[src/rtl/calendar_pkg.sv]
// ============================================================================
// Module : calendar_pkg
// Brief  : Shared encodings, BCD constants and calendar helper functions for
//          the BCD time-of-day / calendar counter.
// Rev    : 1.0  initial release
// ============================================================================
`default_nettype none

package calendar_pkg;

  // Field select encodings for set mode; 6 and 7 select nothing.
  typedef enum logic [2:0] {
    SEL_SEC   = 3'd0,
    SEL_MIN   = 3'd1,
    SEL_HOUR  = 3'd2,
    SEL_DAY   = 3'd3,
    SEL_MONTH = 3'd4,
    SEL_YEAR  = 3'd5,
    SEL_NONE6 = 3'd6,
    SEL_NONE7 = 3'd7
  } field_sel_e;

  localparam logic [7:0] BCD_00 = 8'h00;
  localparam logic [7:0] BCD_01 = 8'h01;
  localparam logic [7:0] BCD_12 = 8'h12;
  localparam logic [7:0] BCD_23 = 8'h23;
  localparam logic [7:0] BCD_59 = 8'h59;

  // Two-digit BCD divisible-by-4 test: (10*t + o) % 4 == (2*t[0] + o) % 4,
  // so only tens[0] and ones[1:0] matter.
  function automatic logic bcd2_div4(input logic [7:0] v);
    logic [1:0] s;
    s = {v[4], 1'b0} + v[1:0];
    return (s == 2'd0);
  endfunction

  function automatic logic is_leap(input logic [15:0] yyyy_bcd);
    logic [7:0] yy;
    logic [7:0] cc;
    yy = yyyy_bcd[7:0];
    cc = yyyy_bcd[15:8];
    return ((yy != BCD_00) && bcd2_div4(yy)) || ((yy == BCD_00) && bcd2_div4(cc));
  endfunction

  function automatic logic [7:0] days_in_month(input logic [7:0] mm_bcd,
                                               input logic [15:0] yyyy_bcd);
    logic [7:0] d;
    case (mm_bcd)
      8'h04, 8'h06, 8'h09, 8'h11: d = 8'h30;
      8'h02:                      d = is_leap(yyyy_bcd) ? 8'h29 : 8'h28;
      default:                    d = 8'h31;
    endcase
    return d;
  endfunction

  // Two-digit BCD increment; values at or above max wrap to min.
  function automatic logic [7:0] bcd2_inc_wrap(input logic [7:0] v,
                                               input logic [7:0] max_v,
                                               input logic [7:0] min_v);
    logic [7:0] r;
    if (v >= max_v)
      r = min_v;
    else if (v[3:0] >= 4'd9)
      r = {v[7:4] + 4'd1, 4'd0};
    else
      r = {v[7:4], v[3:0] + 4'd1};
    return r;
  endfunction

  // Four-digit BCD increment, 9999 wraps to 0000.
  function automatic logic [15:0] bcd4_inc(input logic [15:0] v);
    logic [15:0] r;
    logic        c;
    r = v;
    c = 1'b1;
    for (int i = 0; i < 4; i++) begin
      if (c) begin
        if (v[4*i +: 4] >= 4'd9) begin
          r[4*i +: 4] = 4'd0;
        end else begin
          r[4*i +: 4] = v[4*i +: 4] + 4'd1;
          c           = 1'b0;
        end
      end
    end
    return r;
  endfunction

  // 24h BCD hour to 12h BCD hour (00 -> 12, 13..23 -> 01..11).
  function automatic logic [7:0] hour_to_12(input logic [7:0] h);
    logic [7:0] r;
    if (h == BCD_00)
      r = BCD_12;
    else if (h <= BCD_12)
      r = h;
    else if (h[7:4] == 4'd1)
      r = {4'd0, h[3:0] - 4'd2};
    else if (h[3:0] < 4'd2)
      r = {4'd0, h[3:0] + 4'd8};
    else
      r = {4'd1, h[3:0] - 4'd2};
    return r;
  endfunction

endpackage

`default_nettype wire

[src/rtl/calendar_time_counter_bcd2_wrap_counter.sv]
// ============================================================================
// Module : bcd2_wrap_counter
// Brief  : Two-digit BCD register with synchronous load, increment, runtime
//          wrap bounds and a carry-out.
// Ports  : clk, rst_n        clock, synchronous active-low reset
//          load_i/load_val_i synchronous load (priority over inc)
//          inc_i             increment by one
//          wrap_max_i/min_i  on inc at/above max the value becomes min
//          q_o               registered value
//          carry_o           inc_i while at/above max (wrap this edge)
// Rev    : 1.0  initial release
// ============================================================================
`default_nettype none

module bcd2_wrap_counter
  import calendar_pkg::*;
#(
  parameter logic [7:0] RST_VAL = 8'h00
) (
  input  logic       clk,
  input  logic       rst_n,
  input  logic       load_i,
  input  logic [7:0] load_val_i,
  input  logic       inc_i,
  input  logic [7:0] wrap_max_i,
  input  logic [7:0] wrap_min_i,
  output logic [7:0] q_o,
  output logic       carry_o
);

  logic [7:0] cnt_q;
  logic [7:0] cnt_d;

  assign carry_o = inc_i && (cnt_q >= wrap_max_i);

  always_comb begin
    cnt_d = cnt_q;
    if (load_i)
      cnt_d = load_val_i;
    else if (inc_i)
      cnt_d = bcd2_inc_wrap(cnt_q, wrap_max_i, wrap_min_i);
  end

  always_ff @(posedge clk) begin
    if (!rst_n)
      cnt_q <= RST_VAL;
    else
      cnt_q <= cnt_d;
  end

  assign q_o = cnt_q;

endmodule

`default_nettype wire

[src/rtl/calendar_time_counter.sv]
// ============================================================================
// Module : calendar_time_counter
// Brief  : Free-running BCD time-of-day + calendar (ss mm hh DD MM YYYY) with
//          leap-year rule, set mode for field editing and a 12h view.
// Ports  : clk       system clock
//          rst_n     synchronous active-low reset
//          tick      1-cycle pulse: advance one second (ignored in set mode)
//          set_en    set mode enable
//          set_sel   field select 0 sec .. 5 year, 6/7 none
//          set_inc   1-cycle pulse: edit selected field (set mode only)
//          digits    14 BCD nibbles, nibble 0 = seconds LSD, top = year MSD
//          hour12    BCD hour 01..12
//          pm        hour24 >= 12
//          day_wrap  1-cycle pulse when 23:59:59 rolls to 00:00:00
// Rev    : 1.0  initial release
// ============================================================================
`default_nettype none

module calendar_time_counter
  import calendar_pkg::*;
#(
  parameter logic [15:0] RST_YEAR  = 16'h2000,
  parameter logic [7:0]  RST_MONTH = 8'h01,
  parameter logic [7:0]  RST_DAY   = 8'h01
) (
  input  logic        clk,
  input  logic        rst_n,
  input  logic        tick,
  input  logic        set_en,
  input  logic [2:0]  set_sel,
  input  logic        set_inc,
  output logic [55:0] digits,
  output logic [7:0]  hour12,
  output logic        pm,
  output logic        day_wrap
);

  logic run;
  logic edit;
  assign run  = tick & ~set_en;
  assign edit = set_en & set_inc;

  logic [7:0]  sec_q, min_q, hour_q, day_q, month_q;
  logic [15:0] year_q, year_d;
  logic        sec_c, min_c, hour_c, day_c, month_c;
  logic        min_inc, hour_inc, day_inc, month_inc, year_inc;
  logic        day_wrap_q, day_wrap_d;

  // Carries only ripple in run mode; edits touch exactly one field.
  assign min_inc   = (run & sec_c)   | (edit & (set_sel == SEL_MIN));
  assign hour_inc  = (run & min_c)   | (edit & (set_sel == SEL_HOUR));
  assign day_inc   = (run & hour_c)  | (edit & (set_sel == SEL_DAY));
  assign month_inc = (run & day_c)   | (edit & (set_sel == SEL_MONTH));
  assign year_inc  = (run & month_c) | (edit & (set_sel == SEL_YEAR));

  logic [7:0] dim_cur;
  assign dim_cur = days_in_month(month_q, year_q);

  // Day clamp uses the month/year values being written this same edge.
  logic [7:0] month_next;
  logic [7:0] dim_new;
  logic       day_clamp;
  assign month_next = month_inc ? bcd2_inc_wrap(month_q, BCD_12, BCD_01) : month_q;
  assign year_d     = year_inc ? bcd4_inc(year_q) : year_q;
  assign dim_new    = days_in_month(month_next, year_d);
  assign day_clamp  = edit & ((set_sel == SEL_MONTH) | (set_sel == SEL_YEAR))
                    & (day_q > dim_new);

  bcd2_wrap_counter #(.RST_VAL(BCD_00)) u_sec (
    .clk(clk), .rst_n(rst_n),
    .load_i(edit & (set_sel == SEL_SEC)), .load_val_i(BCD_00),
    .inc_i(run), .wrap_max_i(BCD_59), .wrap_min_i(BCD_00),
    .q_o(sec_q), .carry_o(sec_c)
  );

  bcd2_wrap_counter #(.RST_VAL(BCD_00)) u_min (
    .clk(clk), .rst_n(rst_n),
    .load_i(1'b0), .load_val_i(BCD_00),
    .inc_i(min_inc), .wrap_max_i(BCD_59), .wrap_min_i(BCD_00),
    .q_o(min_q), .carry_o(min_c)
  );

  bcd2_wrap_counter #(.RST_VAL(BCD_00)) u_hour (
    .clk(clk), .rst_n(rst_n),
    .load_i(1'b0), .load_val_i(BCD_00),
    .inc_i(hour_inc), .wrap_max_i(BCD_23), .wrap_min_i(BCD_00),
    .q_o(hour_q), .carry_o(hour_c)
  );

  bcd2_wrap_counter #(.RST_VAL(RST_DAY)) u_day (
    .clk(clk), .rst_n(rst_n),
    .load_i(day_clamp), .load_val_i(dim_new),
    .inc_i(day_inc), .wrap_max_i(dim_cur), .wrap_min_i(BCD_01),
    .q_o(day_q), .carry_o(day_c)
  );

  bcd2_wrap_counter #(.RST_VAL(RST_MONTH)) u_month (
    .clk(clk), .rst_n(rst_n),
    .load_i(1'b0), .load_val_i(BCD_00),
    .inc_i(month_inc), .wrap_max_i(BCD_12), .wrap_min_i(BCD_01),
    .q_o(month_q), .carry_o(month_c)
  );

  // hour carry in run mode only happens from 23:59:59.
  assign day_wrap_d = run & hour_c;

  always_ff @(posedge clk) begin
    if (!rst_n) begin
      year_q     <= RST_YEAR;
      day_wrap_q <= 1'b0;
    end else begin
      year_q     <= year_d;
      day_wrap_q <= day_wrap_d;
    end
  end

  assign digits   = {year_q, month_q, day_q, hour_q, min_q, sec_q};
  assign hour12   = hour_to_12(hour_q);
  assign pm       = (hour_q >= BCD_12);
  assign day_wrap = day_wrap_q;

endmodule

`default_nettype wire

[config.mk]
export PLATFORM = sky130hd
export DESIGN_NAME = calendar_time_counter
export DESIGN_NICKNAME = d
export VERILOG_FILES = /design/src/rtl/calendar_pkg.sv /design/src/rtl/calendar_time_counter_bcd2_wrap_counter.sv /design/src/rtl/calendar_time_counter.sv
export SDC_FILE = /design/constraint.sdc
export NUM_CORES = 1
export LEC_CHECK = 0
export CORE_ASPECT_RATIO = 1.4
export CORE_MARGIN = 1
export CORE_UTILIZATION = 58
export DETAILED_ROUTE_END_ITERATION = 8
export GPL_TIMING_DRIVEN = 1
export PLACE_DENSITY = 0.91
export SKIP_CTS_REPAIR_TIMING = 1
export SLEW_MARGIN = 0
export SYNTH_ARGS = -nofsm -noshare
export SYNTH_HDL_FRONTEND = slang
export SYNTH_SLANG_ARGS = --single-unit
[constraint.sdc]
create_clock -name clk -period 14.2 [get_ports clk]
set_clock_uncertainty 0.2 [all_clocks]
set_input_delay 2.84 -clock clk [delete_from_list [all_inputs] [get_ports clk]]
set_output_delay 2.84 -clock clk [all_outputs]
set_load 0.01 [all_outputs]
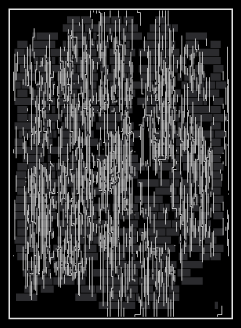
layer_met2.png
Drawn at 3 px/um.
The layer carries 5500 um of wire. 543 nets have wire on it. The longest straight run is 36.9 um. The wires run mostly vertical.
DR vias: 4200
GR met2 Demand/Resource: 0.538
total wire length after detailed routing: 10800 um

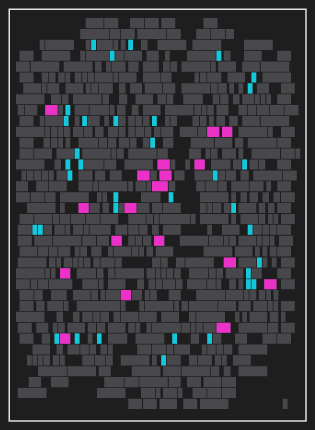
logic_types.png
Drawn at 4 px/um.
AND-OR and OR-AND gates: shown in magenta, cells 18. inverters: shown in cyan, cells 35, most used inv_1, where widely spread.
Finished Layout Cells: 694
proportion of cell area occupied by multi-input gates: 0.551
most instantiated logic cell after routing: clkdlybuf4s50_1

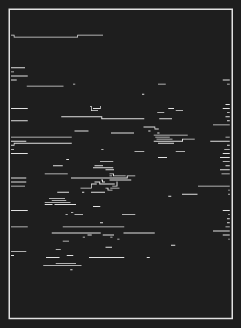
layer_met3.png
Drawn at 3 px/um.
The layer carries 552 um of wire. 93 nets have wire on it. The layer holds 5.1% of the routed length.
met3 track utilization from global routing: 0.0528

==> deck_impl_summary.md <==
Physical Implementation Snapshot

Detailed routing
  – 1st-iter DRT viols: roughly 270
  – Detailed-routing iteration count for the pre-antenna-repair pass: 5
  – Average routed wire per standard cell: 15.6 um
  – Number of DRC violations after detailed routing: 0
  – Antenna-violating nets left: 0
  – Vias per std cell: between 6 and 7

CTS
  – Maximum count of clock buffers along a single path: 2
  – TritonCTS clock tree: yes
  – Clock root buffer: clkbuf_8
  – Clock slew at the register clock pins of the worst setup and hold paths: ~60 ps
  – Number of buffers created by CTS: 9
  – H-tree levels: 3
  – Clk sinks: between 50 and 60
  – Worst-skew pair later-pin latency: roughly 350 ps

Synthesis
  – Syn avg cell area: 8.01 um^2
  – Basic-gate share of the synthesized area counting and, or, nand and nor cells: 0.253
  – Area of the mapped netlist: between 4000 and 5000 um^2
  – Post-synthesis xor/xnor area fraction: 0.0167
  – Aoi/oai-family share of the synthesized area: 0.226
  – Yosys synthesis warning count: 0
  – Total cell area reported by yosys after synthesis: about 4200 um^2
  – Main logic family after synthesis: simple AND/OR/NAND/NOR gates
  – Fraction of registers with async set or reset after synthesis: 0
  – Share of synthesized area occupied by flip-flops and latches: 0.272
  – Fraction of synthesized area in multiplexers: 0.0248
  – Count of library flops with an enable pin: 0
  – Dominant synthesized flop cell: dfxtp_1
  – Tally of unique sky130hd cells used after synthesis: approximately 71
  – Number of cells in Yosys stat: between 500 and 600
  – Number of storage elements in the synthesis netlist: around 57
  – Synthesized netlist cell count: approximately 520
  – Synth Area in Adders: 0.155

Power
  – Power Dens Cells: 65.4 nW/um^2
  – Leak pwr: around 0.0020 uW
  – Worst voltage drop across the vdd grid: around 0.06 mV

Global route
  – Global-route wire length before repair: approximately 18000 um
  – Overall overflow remaining after global route: 0
  – Maximum number of pins on one net before global-route repair: 27
  – Initial antenna violation count: 0
  – Vias in the first global route: 4098
  – Overall fraction of global-route tracks in use: 0.301

Timing
  – Max-slew violation count: 0
  – Final-layout setup total negative slack: 0 ps
  – Setup repair after global routing missed its margin: no
  – Relative slew slack: 0.434
  – Final worst-path cycle share: 0.590
  – Final setup violation count: 0
  – Transition at the pin with the smallest max-transition slack: ~840 ps
  – Max Clk Rate: 0.119 GHz
  – Number of hold-slack violations in the final timing report: 0
  – Tmin final: approximately 8400 ps

Layout
  – Area used by sequential logic in the layout: roughly 1100 um^2
  – Final net count: ~660
  – Layout fillers: between 500 and 600
  – Top cells excl fill/tap: 71 x clkdlybuf4s50_1, 67 x nor2_1, 57 x dfxtp_1, 52 x ha_1, 39 x a21oi_1
  – Total area of multi-input combinational cells: between 2000 and 3000 um^2
  – Antenna cells: 0
  – Layout cell share with drive strength beyond 1: 0.0634

Die
  – Die outline height: 103 um
  – Number of I/O pins: 74
  – # rows: 36
  – X dimension of the die: roughly 74 um
  – Initial core utilization: 0.600
  – Core box area: between 6000 and 7000 um^2
  – Die ar.: approximately 7600 um^2

Flow run
  – Number of logged tool warnings: 57
  – Max-Cap Viols: 0

Critical path
  – Critical path type: input pin to flop
  – Data required time of the worst path: ~14000 ps
  – Worst Path Max Fanout: 16
  – Worst setup SP type: input pin
  – Setup crit end kind: flop
  – Data arrival time at the worst-slack endpoint: ~8400 ps

Place
  – Total half-perimeter wirelength after legalization and detailed placement: roughly 7900 um
  – I/O Buffers: ~71
  – Post-Place Cells: approximately 680
  – Weighted congestion at the end of routability-driven global placement: approximately 0.89

Status
  – Outcome: complete, no violations

Worst hold path
  – Worst hold path type: flop to flop
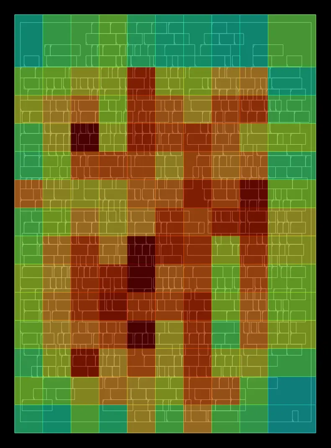
congestion.png
met1 Track Usage GR: 0.320
GRT Max-Usage Layer: met2

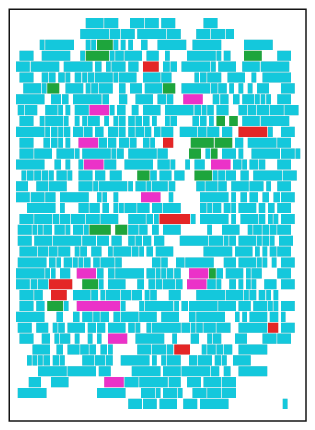
sizes.png
Drawn at 4 px/um.
_6 and larger: shown in magenta, cells 12, share 2.0%. _0 and _1 cells: shown in cyan, cells 561, share 94%. _3 and _4 cells: shown in red, cells 8, share 1.3%. _2 cells: shown in green, cells 18, share 3.0%.
buffers outside the clock class: 73
post-synthesis to final-layout area growth: 23.0%
worst path setup slack after routing: 5830 ps
summed area of non-filler cells in the final layout: 5150 um^2

## layer usage
metal | up-vias | part of all wire | GRT usage
met5 | - | 0 | 0
met4 | 0 | 0.041 | 0.195
met3 | 45 | 0.051 | 0.0528
met2 | 172 | 0.51 | 0.538
met1 | 1948 | 0.40 | 0.320
li1 | 2035 | - | -
## area by class of cell
| type | instances | share of cell area |
|---|---|---|
| multi-input cells | 419 | 0.551 |
| flip-flops and latches | 57 | 0.221 |
| repair buffers | 73 | 0.141 |
| clock buffers | 12 | 0.0301 |
| inverters | 35 | 0.0255 |
| well taps | 95 | 0.0231 |
| clock inverters | 3 | 0.00777 |
## stage by stage
stage | util | instance area, um^2 | hold slack (ps) | total power [uW] | worst slack (ps)
floorplan | - | 4190 | 274 | 178 | 7280
global placement | 0.710 | 4960 | 268 | 185 | 5910
detailed placement | 0.710 | 4960 | 280 | 186 | 5630
CTS | 0.738 | 5150 | 289 | 338 | 5960
global route | 0.738 | 5150 | 321 | 347 | 5470
finish | 0.738 | 5150 | 286 | 337 | 5830
## synthesized netlist by cell type, types with 7 or more instances
| cell type | count | area [um^2] |
|---|---|---|
| nor2_1 | 67 | 251 |
| o31ai_1 | 8 | 60.1 |
| o21ai_0 | 33 | 165 |
| nor3_1 | 13 | 65.1 |
| mux2i_1 | 7 | 70.1 |
| ha_1 | 52 | 651 |
| a41oi_1 | 7 | 61.3 |
| a21oi_1 | 39 | 195 |
| nand2_1 | 38 | 143 |
| dfxtp_1 | 57 | 1140 |
| inv_1 | 34 | 128 |
| nand3_1 | 23 | 115 |
## worst max-delay path, cell delays in order
cell and delay, ps:
clkdlybuf4s50_1 550, nor2b_1 440, o21a_1 290, nand2_1 140, o31ai_4 670, mux2i_1 400, o2111ai_2 210, a2111oi_0 520
nand2_1 110, nand3_1 100, ha_1 130, or3b_2 430, a211oi_1 220, o21ai_0 170, nand2_1 290, o21ai_0 290
and2_1 230, a21oi_1 140, a21oi_1 50, o21a_1 170
## worst paths after layout
check	slack [ps]	depth (start not counted)	endpoint	start
setup / recovery	5830	20	u_day.q_o[4]	tick
hold / removal	290	2	u_day.q_o[7]	u_day.q_o[7]
setup reg to reg	7010	27	u_day.q_o[4]	year_q[0]
hold reg to reg	290	2	u_day.q_o[7]	u_day.q_o[7]
## sequential cells by signal, summed over array words and instances (netlist names)
signal and cells:
u_hour.q_o 8, u_day.q_o 8, u_sec.q_o 8, day_wrap 1
year_q 16, u_month.q_o 8, u_min.q_o 8
## power by group
part           leakage [uW]  switching, uW  internal (uW)  total (uW)
clock              0.000102           65.2           89.1         154
sequential         0.000459           1.55            161         162
combinational       0.00147           12.0           8.31        20.3
## logic make-up (layout without fill, tap and decap cells)
kind of cell,after synthesis,in the layout
and+or+nand+nor,206,206
AOI/OAI and AO/OA,141,141
DFF,57,57
adders and majority gates,52,52
buffers and inverters,48,123
muxes,10,10
xor gates and xnor gates,8,8
other,1,2
Power figures rest on the tool's default switching activity, not on a simulated workload.
